$ cat config.mk
export PLATFORM = sky130hd
export DESIGN_NAME = mem_access_unit
export DESIGN_NICKNAME = d
export VERILOG_FILES = /design/src/rtl/cpu_pkg.sv /design/src/rtl/mem_wait_ctr.sv /design/src/rtl/mem_access_unit.sv
export SDC_FILE = /design/constraint.sdc
export NUM_CORES = 1
export LEC_CHECK = 0
export CORE_MARGIN = 5
export CORE_UTILIZATION = 46
export CTS_BUF_LIST = sky130_fd_sc_hd__clkbuf_16
export DETAILED_ROUTE_END_ITERATION = 12
export PLACE_DENSITY = 0.85
export SETUP_SLACK_MARGIN = 0.4
export SLEW_MARGIN = 15
export SYNTH_ARGS = -nofsm -noshare
export SYNTH_HDL_FRONTEND = slang
export SYNTH_SLANG_ARGS = --single-unit
$ cat constraint.sdc
create_clock -name CLK -period 8.77 [get_ports CLK]
set_clock_uncertainty 0.2 [all_clocks]
set_input_delay 2.631 -clock CLK [delete_from_list [all_inputs] [get_ports CLK]]
set_output_delay 2.631 -clock CLK [all_outputs]
set_load 0.1 [all_outputs]
$ cat src/rtl/cpu_pkg.sv
// rtl/cpu_pkg.sv - shared types and constants for the accumulator datapath
package cpu_pkg;

  localparam int DATA_W_DEF = 16;
  localparam int ADDR_W_DEF = 16;

  // IorD select encoding, shared with the IorD mux and the control FSM
  localparam logic IORD_INST = 1'b0;
  localparam logic IORD_DATA = 1'b1;

  typedef enum logic [1:0] {
    IDLE = 2'd0,
    REQ  = 2'd1,
    DONE = 2'd2
  } mau_state_e;

endpackage

$ cat src/rtl/mem_wait_ctr.sv
// rtl/mem_wait_ctr.sv - clear/enable saturating wait counter with terminal count
module mem_wait_ctr #(
  parameter int TIMEOUT = 15,
  parameter int CTR_W   = $clog2(TIMEOUT + 1)
) (
  input  logic clk,
  input  logic rst,
  input  logic clr,
  input  logic en,
  output logic tc
);

  localparam logic [CTR_W-1:0] MAX_VAL  = CTR_W'(TIMEOUT);
  localparam logic [CTR_W-1:0] LAST_VAL = CTR_W'(TIMEOUT - 1);

  logic [CTR_W-1:0] count_q;
  logic [CTR_W-1:0] count_d;

  // Clear has priority; increment saturates at TIMEOUT so the count never wraps
  always_comb begin
    count_d = count_q;
    if (clr) begin
      count_d = '0;
    end else if (en && (count_q != MAX_VAL)) begin
      count_d = count_q + 1'b1;
    end
  end

  // tc flags that one more enabled cycle brings the count to TIMEOUT
  assign tc = (count_q >= LAST_VAL);

  // Counter register
  always_ff @(posedge clk or posedge rst) begin
    if (rst) begin
      count_q <= '0;
    end else begin
      count_q <= count_d;
    end
  end

endmodule

$ cat src/rtl/mem_access_unit.sv
// rtl/mem_access_unit.sv - memory-side sequencer steering reads into IR or MDR
module mem_access_unit
  import cpu_pkg::*;
#(
  parameter int DATA_W  = DATA_W_DEF,
  parameter int ADDR_W  = ADDR_W_DEF,
  parameter int TIMEOUT = 15
) (
  input  logic              CLK,
  input  logic              Reset,
  input  logic              start,
  input  logic              iord,
  input  logic              we,
  input  logic [ADDR_W-1:0] addr,
  input  logic [DATA_W-1:0] wdata,
  output logic              mem_req,
  output logic              mem_we,
  output logic [ADDR_W-1:0] mem_addr,
  output logic [DATA_W-1:0] mem_wdata,
  input  logic              mem_ack,
  input  logic [DATA_W-1:0] mem_rdata,
  output logic [DATA_W-1:0] ir,
  output logic [DATA_W-1:0] mdr,
  output logic              busy,
  output logic              done,
  output logic              err
);

  mau_state_e        state_q, state_d;
  logic [ADDR_W-1:0] addr_q, addr_d;
  logic [DATA_W-1:0] wdata_q, wdata_d;
  logic              iord_q, iord_d;
  logic              we_q, we_d;
  logic [DATA_W-1:0] ir_q, ir_d;
  logic [DATA_W-1:0] mdr_q, mdr_d;
  logic              done_q, done_d;
  logic              err_q, err_d;
  logic              ctr_clr, ctr_en, ctr_tc;

  mem_wait_ctr #(
    .TIMEOUT (TIMEOUT)
  ) u_wait_ctr (
    .clk (CLK),
    .rst (Reset),
    .clr (ctr_clr),
    .en  (ctr_en),
    .tc  (ctr_tc)
  );

  // Next-state and register updates; done_d mirrors entry into DONE so done is registered
  always_comb begin
    state_d = state_q;
    addr_d  = addr_q;
    wdata_d = wdata_q;
    iord_d  = iord_q;
    we_d    = we_q;
    ir_d    = ir_q;
    mdr_d   = mdr_q;
    done_d  = 1'b0;
    err_d   = err_q;
    ctr_clr = 1'b0;
    ctr_en  = 1'b0;
    case (state_q)
      IDLE: begin
        if (start) begin
          if ((iord == IORD_INST) && we) begin
            // Writing into the instruction side is refused without touching memory
            err_d   = 1'b1;
            done_d  = 1'b1;
            state_d = DONE;
          end else begin
            addr_d  = addr;
            wdata_d = wdata;
            iord_d  = iord;
            we_d    = we;
            ctr_clr = 1'b1;
            state_d = REQ;
          end
        end
      end
      REQ: begin
        if (mem_ack) begin
          // An ack in the final wait cycle still wins over the timeout
          if (!we_q) begin
            if (iord_q == IORD_INST) begin
              ir_d = mem_rdata;
            end else begin
              mdr_d = mem_rdata;
            end
          end
          done_d  = 1'b1;
          state_d = DONE;
        end else begin
          ctr_en = 1'b1;
          if (ctr_tc) begin
            err_d   = 1'b1;
            done_d  = 1'b1;
            state_d = DONE;
          end
        end
      end
      DONE: begin
        state_d = IDLE;
      end
      default: begin
        state_d = IDLE;
      end
    endcase
  end

  // State and datapath registers; reset drops the request immediately
  always_ff @(posedge CLK or posedge Reset) begin
    if (Reset) begin
      state_q <= IDLE;
      addr_q  <= '0;
      wdata_q <= '0;
      iord_q  <= 1'b0;
      we_q    <= 1'b0;
      ir_q    <= '0;
      mdr_q   <= '0;
      done_q  <= 1'b0;
      err_q   <= 1'b0;
    end else begin
      state_q <= state_d;
      addr_q  <= addr_d;
      wdata_q <= wdata_d;
      iord_q  <= iord_d;
      we_q    <= we_d;
      ir_q    <= ir_d;
      mdr_q   <= mdr_d;
      done_q  <= done_d;
      err_q   <= err_d;
    end
  end

  assign mem_req   = (state_q == REQ);
  assign mem_we    = mem_req && we_q;
  assign busy      = (state_q != IDLE);
  assign mem_addr  = addr_q;
  assign mem_wdata = wdata_q;
  assign ir        = ir_q;
  assign mdr       = mdr_q;
  assign done      = done_q;
  assign err       = err_q;

endmodule

Fig. 1: signal wires on met1
The bar under the picture is 20 µm long. Supply wires on this layer in grey.
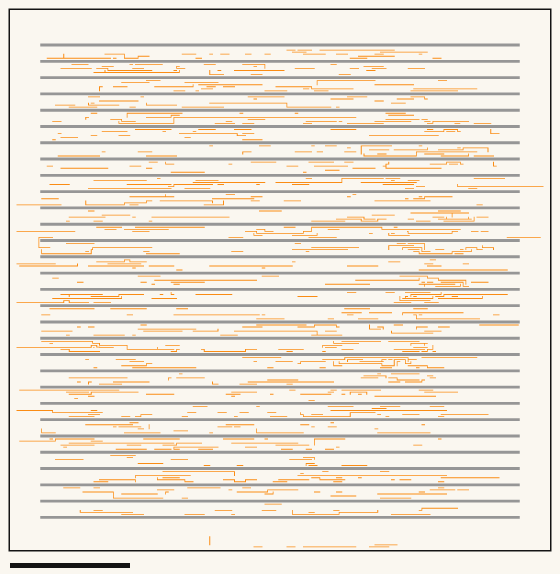
nets with wire on the layer	325
longest straight run	30.4 µm
main direction	horizontal
via total after detailed routing: 1971
Final Routed Wirelength: 6750 µm
Global Route met1 Usage: 20.0%

Fig. 2: metal 2
The bar under the picture is 20 µm long.
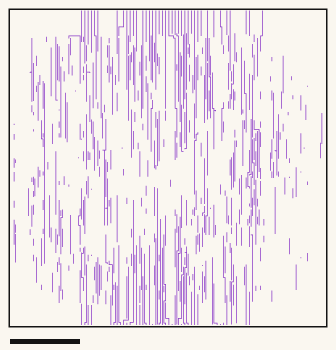
share of all routed wire	53%
wire length on this layer	3590 µm
nets with wire on the layer	349
main direction	vertical
met2 track utilization from global routing: 30.1%

-- layout by cell type (no fill, tap or decap), drive strengths merged, types with 2 or more instances in the layout --
cell type | netlist | layout
nor3b | 2 | 2
clkinv | 0 | 2
a21o | 2 | 2
nand3 | 4 | 4
nor2 | 4 | 4
clkbuf | 0 | 9
bufinv | 0 | 3
mux2i | 2 | 2
a21oi | 5 | 5
dfrtp | 74 | 74
inv | 4 | 4
ha | 2 | 2
o21ai | 3 | 3
mux2 | 64 | 64
clkdlybuf4s50 | 0 | 122
-- cell type report --
type	instances	share of cell area, %
clock buffers	9	4.94
clock inverters	6	2.33
inverters	4	0.329
multi-input cells	102	22.7
flip-flops and latches	74	40.6
well taps	77	2.11
repair buffers	123	26.9
-- through the flow --
stage | instance area, µm² | hold WS (ns) | utilization [%]
2_1_floorplan | 2960 | 0.261 | -
3_3_place_gp | 4230 | 0.255 | 67.0
3_5_place_dp | 4230 | 0.250 | 67.0
4_1_cts | 4560 | 0.262 | 72.2
5_1_grt | 4560 | 0.275 | 72.2
6_report | 4560 | 0.259 | 72.2
-- per-layer routing --
metal | up-vias | part of all wire, % | global-route usage (%)
met1 | 985 | 38 | 20.0
met5 | - | 0 | 0
met2 | 59 | 53 | 30.1
met4 | 0 | 2.0 | 7.44
met3 | 10 | 7.1 | 5.93
li1 | 917 | - | -
-- logic make-up after synthesis --
| logic type | share of synthesized area (%) |
|---|---|
| buffers and inverters | 2.29 |
| flip-flops | 62.6 |
| AND-OR/OR-AND | 2.75 |
| multiplexers | 25.1 |
| adder cells (fa/ha/maj) | 0.846 |
| AND/OR/NAND/NOR | 6.43 |
==> run summary <==
Results of an implementation run.

The overall fraction of global-route tracks in use is 17.6%. Buffers placed on the I/O ports in this run total 122. The total cell area reported by yosys after synthesis is 2960 µm². The kind of launch point of the worst setup path is a register. The number of design-rule violations left by the first detailed-router iteration is 45. In the synthesized netlist, the cells that appear most often are dfrtp_1, mux2_2, a21oi_1. The stage-log warning count is 27. The final hold violation count recorded for this run is 0. The max-slew headroom at the worst pin is 30.7%. The largest net degree at the start of global routing is 75.

The routed wirelength normalized by instance count is 17.1 µm. Max fanout on the critical path was recorded as 6.

The register bit total from synthesis is 74. Per the layout area report, the register area comes to 1850 µm². Summed over all nets, the half-perimeter wirelength after detailed placement is 4860 µm. The remaining antenna violation count after routing is 0. The run finished with clean final reports. The number of core rows is 29. The worst setup path is captured at an output port. The cell resize tally after clock tree synthesis is 0. The non-filler instance count after layout is 395. The most common cell in the netlist is dfrtp_1.

The async set-or-reset flop fraction in the synthesized netlist is 100%. The number of nets handed over by synthesis was 241. In the finished design, the share of the clock period the worst path needs comes to 59.0%. The post-CTS repair timing setup buffer count is 0. The number of antenna diodes in the final layout is 0. The reg-to-reg startpoint is state_q[1]. The H-tree depth is 3. The I/O pin count is 123. For reference, the top cells by area after synthesis are dfrtp_1, mux2_2, buf_6, a21oi_1, ha_1. The synthesized design contains 0 enable-type register cells.
